Figure 1. Clock wires, drivers and flops (run 1).
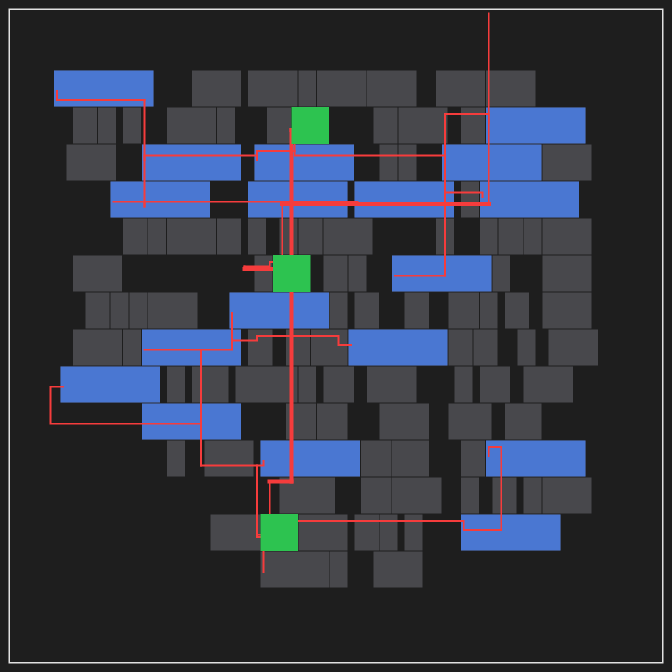
Figure 2. Pin map (run 1).
Pins as bars across the die edge, other pins in grey.
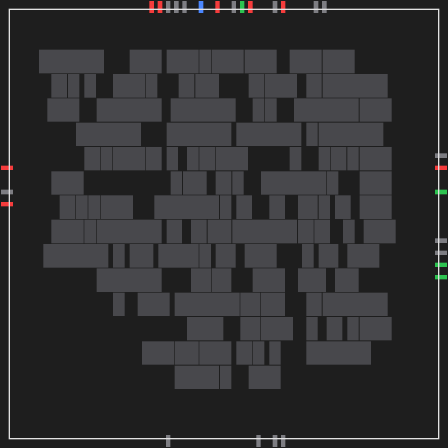
Figure 3. Cells by drive strength (run 1).
The bar under the picture is 10 microns long.
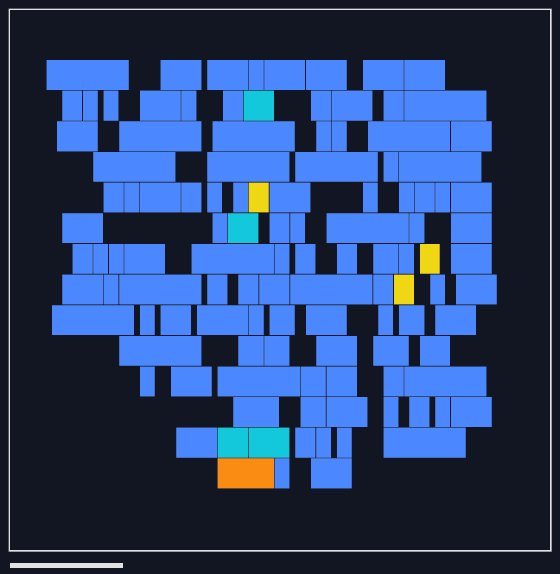
Figure 4. Placement by cell class (run 1).
The bar under the picture is 10 microns long.
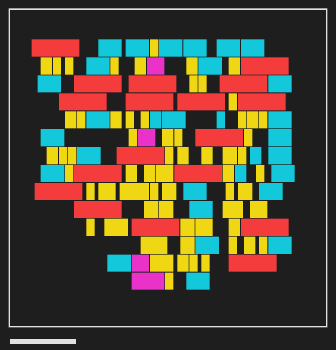
==> config.mk <==
export PLATFORM = sky130hd
export DESIGN_NAME = mem_loader
export DESIGN_NICKNAME = d
export VERILOG_FILES = /design/src/rtl/mem_loader.sv
export SDC_FILE = /design/constraint.sdc
export NUM_CORES = 1
export LEC_CHECK = 0
export CAP_MARGIN = 20
export CORE_MARGIN = 3
export CORE_UTILIZATION = 40
export DETAILED_ROUTE_END_ITERATION = 8
export GPL_TIMING_DRIVEN = 0
export PLACE_DENSITY = 0.8
export SLEW_MARGIN = 30
export SYNTH_ARGS = -nofsm -noshare
export SYNTH_HDL_FRONTEND = slang
export SYNTH_SLANG_ARGS = --single-unit
==> constraint.sdc <==
create_clock -name CLK -period 2.9 [get_ports CLK]
set_input_delay 0.435 -clock CLK [delete_from_list [all_inputs] [get_ports CLK]]
set_output_delay 0.435 -clock CLK [all_outputs]
set_load 0.01 [all_outputs]
==> out/results.txt, run 1 <==
Post-Syn Instances: 85
Chip Area, Yosys: 703 sq um
count of state elements after synthesis: 18
Post-Syn Nets: 98
DR iter-0 viols: 6
GRT Util Overall: 16.7%
PwrDens: 467 mW/mm^2
Sum Neg Setup Slack: 0 ps
worst-margin pin slew: 447 ps
leakage: 0.374 nW
global-route wire length before repair: 2.62 mm
R2R setup slack: 1670 ps
CTS tree: done
share of layout cells above drive strength 1: 6.96%
worst r2r path cells: 3
Via density: 4.95
Max Cap Viol: 0
largest net degree at the start of global routing: 11
outcome: finished clean
final-report max-slew violation count: 0
CTS clk-pin slew, worst paths: 100 ps
Worst EP required: 2470 ps
Non-Filler Instances: 131
# IOs: 28
relative slew slack: 70.2%
Worst Hold Depth: 2
# diodes: 0
Levels on crit path: 2
post-route ant nets: 0
RSZ-0062 raised after global routing: no
Insertion Delay late pin: 300 ps
clk buf depth: 2
CP max stage cell: clkdlybuf4s50_1
Top cells excl fill/tap: clkdlybuf4s50_1 (26), nand2_1 (25), dfxtp_1 (18), a21oi_1 (16), nor2_1 (4)
Final #Nets: 129
slowest stage delay, CP: 560 ps
Seq/Total Area, Yosys: 51.2%
WP data arrival: 1540 ps
post-CTS sizing: 0
CP Capture Type: output port
CP Launch Type: flop
vias in the first global route: 605
About Figure 1:
clock drivers -> green  # count 3
flip-flops -> blue  # count 18
clock wires -> red  # length 238 microns
routed clock nets = 4
Layout Skew: 2.16 ps
clock share of power: 33.2%

About Figure 2:
CLR -> blue  # pins 1, direction input, edge top
MEM_address -> green  # pins 4, direction output, edge 3 right, 1 top
in_data -> red  # pins 8, direction input, edge 5 top, 2 left, 1 right
all pins by edge = 14 top, 7 right, 4 bottom, 3 left
Die Wd: 47.9 microns
Port Buffers: 26
die height: 47.9 microns

About Figure 3:
_0 and _1 cells -> blue  # cells 107, share 93%
_6 and larger -> orange  # cells 1, share 0.87%
_3 and _4 cells -> cyan  # cells 4, share 3.5%
_2 cells -> yellow  # cells 3, share 2.6%
area grow syn2layout: 45.0%
final setup margin: 927 ps
Finished Cell Area: 0.00102 sq mm

About Figure 4:
clock drivers and dummy loads -> magenta  # cells 4
remaining buffers and delay cells -> cyan  # cells 30
sequential cells -> red  # cells 18
combinational and other logic -> yellow  # cells 63
core outline area: 0.00158 sq mm
post-layout util: 64.7%
num rows: 14
Seq/total area: 35.3%

-- run 1: per-stage QoR --
step	power, mW	instance area, sq um	hold slack [ps]
after floorplan	0.289	703	459
after global placement	0.322	983	441
after detailed placement	0.324	983	445
after CTS	0.476	1020	415
after global routing	0.498	1020	417
final	0.476	1020	418
-- run 1: report_power, final --
group	switching [mW]	internal, mW
combinational	0.0257	0.0333
sequential	0.00569	0.253
clock	0.0811	0.0766
-- run 1: synthesized netlist by cell type --
library cell   n  area share (%)
a22oi_1        1             1.1
and2b_4        1             1.4
dfxtp_1       18              51
and2_1         1            0.89
buf_1          1            0.53
nor2b_1        2             1.8
mux2_1         1             1.6
mux2i_1        1             1.4
nand3b_1       1             1.1
nand4_1        2             1.8
inv_1          1            0.53
nand2b_1       2             1.8
ha_1           1             1.8
o21bai_1       1             1.1
o21ai_0        1            0.71
nor2_1         4             2.1
a21oi_1       16              11
and3b_1        1             1.2
nor3b_1        1             1.1
buf_2          3             2.1
nand2_1       25              13
-- run 1: cells by family (layout without fill, tap and decap cells) --
| group | Yosys count | in the layout | synth area share, % |
|---|---|---|---|
| simple gates | 40 | 40 | 26.5 |
| buf+inv | 5 | 35 | 3.20 |
| fa+ha+maj | 1 | 1 | 1.78 |
| mux | 2 | 2 | 3.02 |
| compound gates | 19 | 19 | 14.2 |
| flops | 18 | 18 | 51.2 |
-- run 1: metal layers --
metal  routed length (microns)  global-route usage (%)  vias up
met5                         0                       0        -
met4                        25                    8.06        0
met3                        59                    4.51        3
met2                       819                    26.4       17
met1                       750                    20.7      287
li1                          -                       -      342
-- run 1: layout make-up --
type	instances	area, sq um
Inverter	1	3.75
Tap cell	16	20.0
Buffer	4	18.8
Timing Repair Buffer	26	260
Fill cell	144	557
Multi-Input combinational cell	62	320
Clock buffer	4	36.3
Sequential cell	18	360
--- run 2 (diff from run 1) ---
==> constraint.sdc (replaced) <==
create_clock -name CLK -period 2.1 [get_ports CLK]
set_input_delay 0.315 -clock CLK [delete_from_list [all_inputs] [get_ports CLK]]
set_output_delay 0.315 -clock CLK [all_outputs]
set_load 0.01 [all_outputs]
Figure 5. Pin map (run 2).
Pins as bars across the die edge, other pins in grey.
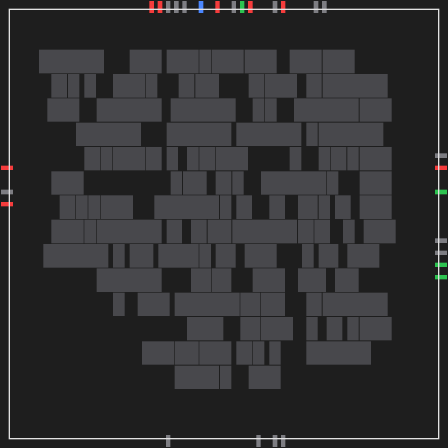

==> out/results.txt, run 2 <==
outcome: finished clean
CTS clk-pin slew, worst paths: 100 ps
Chip Area, Yosys: 703 sq um
largest net degree at the start of global routing: 11
Layout Skew: 2.16 ps
WP data arrival: 1540 ps
Synth top area share: 51.2%
post-CTS sizing: 0
Top cells excl fill/tap: clkdlybuf4s50_1 (26), nand2_1 (25), dfxtp_1 (18), a21oi_1 (16), nor2_1 (4)
Post-Syn Instances: 85
PwrDens: 644 mW/mm^2
Seq/Total Area, Yosys: 51.2%
Async SR Flop Fraction: 0%
Port Buffers: 26
post-route ant nets: 0
DP Area: 983 sq um
Worst Hold Depth: 2
num rows: 14
area grow syn2layout: 45.0%
most used flip-flop cell: dfxtp_1
Die Wd: 47.9 microns
Sum Neg Setup Slack: 0 ps
Filler Cells Inserted: 144
R2R setup slack: 870 ps
core outline area: 0.00158 sq mm
worst-margin pin slew: 447 ps
vias in the first global route: 605
area leader, netlist: dfxtp_1
CP Capture Type: output port
share of layout cells above drive strength 1: 6.96%
post-layout util: 64.7%
Worst EP required: 1780 ps
RSZ-0062 raised after global routing: no
GRT Util Overall: 16.7%
count of state elements after synthesis: 18
count leader, synth: nand2_1
# diodes: 0
commonest cells in the netlist: nand2_1 (25), dfxtp_1 (18), a21oi_1 (16)
worst r2r path cells: 3
final-report max-slew violation count: 0
Finished Cell Area: 0.00102 sq mm
clk buf depth: 2
relative slew slack: 70.2%
leakage: 0.374 nW
Max Cap Viol: 0
CP Launch Type: flop
flip-flops with a built-in enable: 0
Final #Nets: 129
Figure 6. Clock wires, drivers and flops (run 2).
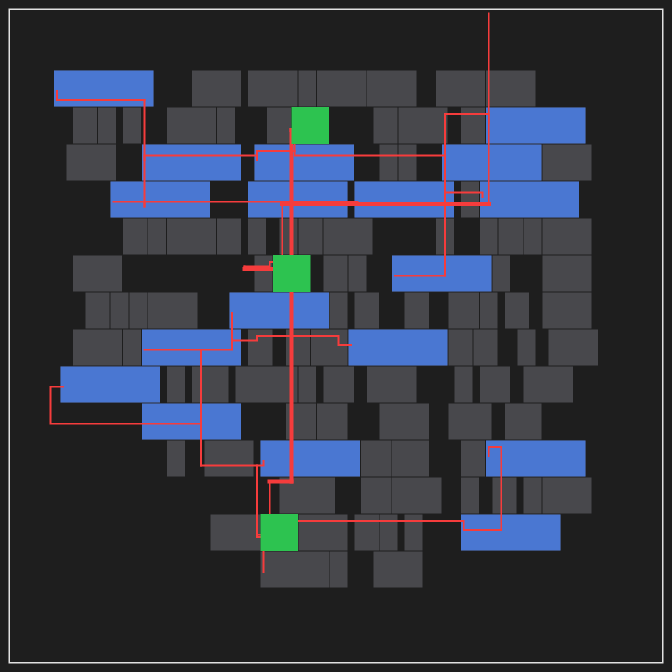
Insertion Delay late pin: 300 ps
clk pwr: 218 uW

[run 2: cell counts after synthesis]
Identical to the previous run, type by type.
[run 2: stage by stage]
step	setup slack (ps)	cells	power, mW
2_1_floorplan	961	85	0.399
3_3_place_gp	601	127	0.445
3_5_place_dp	574	127	0.448
4_1_cts	242	131	0.657
5_1_grt	153	131	0.687
6_report	247	131	0.657
[run 2: layout make-up]
| type | count | area [sq um] | share of cell area, % |
|---|---|---|---|
| flip-flops and latches | 18 | 360 | 35.3 |
| multi-input cells | 62 | 320 | 31.4 |
| repair buffers | 26 | 260 | 25.5 |
| clock buffers | 4 | 36.3 | 3.56 |
| well taps | 16 | 20.0 | 1.96 |
| plain buffers | 4 | 18.8 | 1.84 |
| inverters | 1 | 3.75 | 0.368 |
[run 2: worst max-delay path, cell delays in order (launching register included)]
cell and delay (ps):
dfxtp_1 470, nor2b_1 210, clkdlybuf4s50_1 560
[run 2: layer usage]
layer	vias up	share of wire (%)	GRT usage, %
li1	342	-	-
met1	287	45	20.7
met2	17	50	26.4
met3	3	3.6	4.51
met4	0	1.5	8.06
met5	-	0	0
[run 2: kinds of logic (layout without fill, tap and decap cells)]
logic type      after synthesis  count (layout)  share of synthesized area (%)
simple gates                 40              40                           26.5
compound gates               19              19                           14.2
flops                        18              18                           51.2
buf+inv                       5              35                           3.20
mux                           2               2                           3.02
fa+ha+maj                     1               1                           1.78
[run 2: power by group]
part	internal, mW	total (mW)	switching [mW]
sequential	0.350	0.358	0.00785
clock	0.106	0.218	0.112
combinational	0.0459	0.0815	0.0355
total	0.502	0.657	0.155
No activity file was given, so power comes from the tool's default toggle rates.
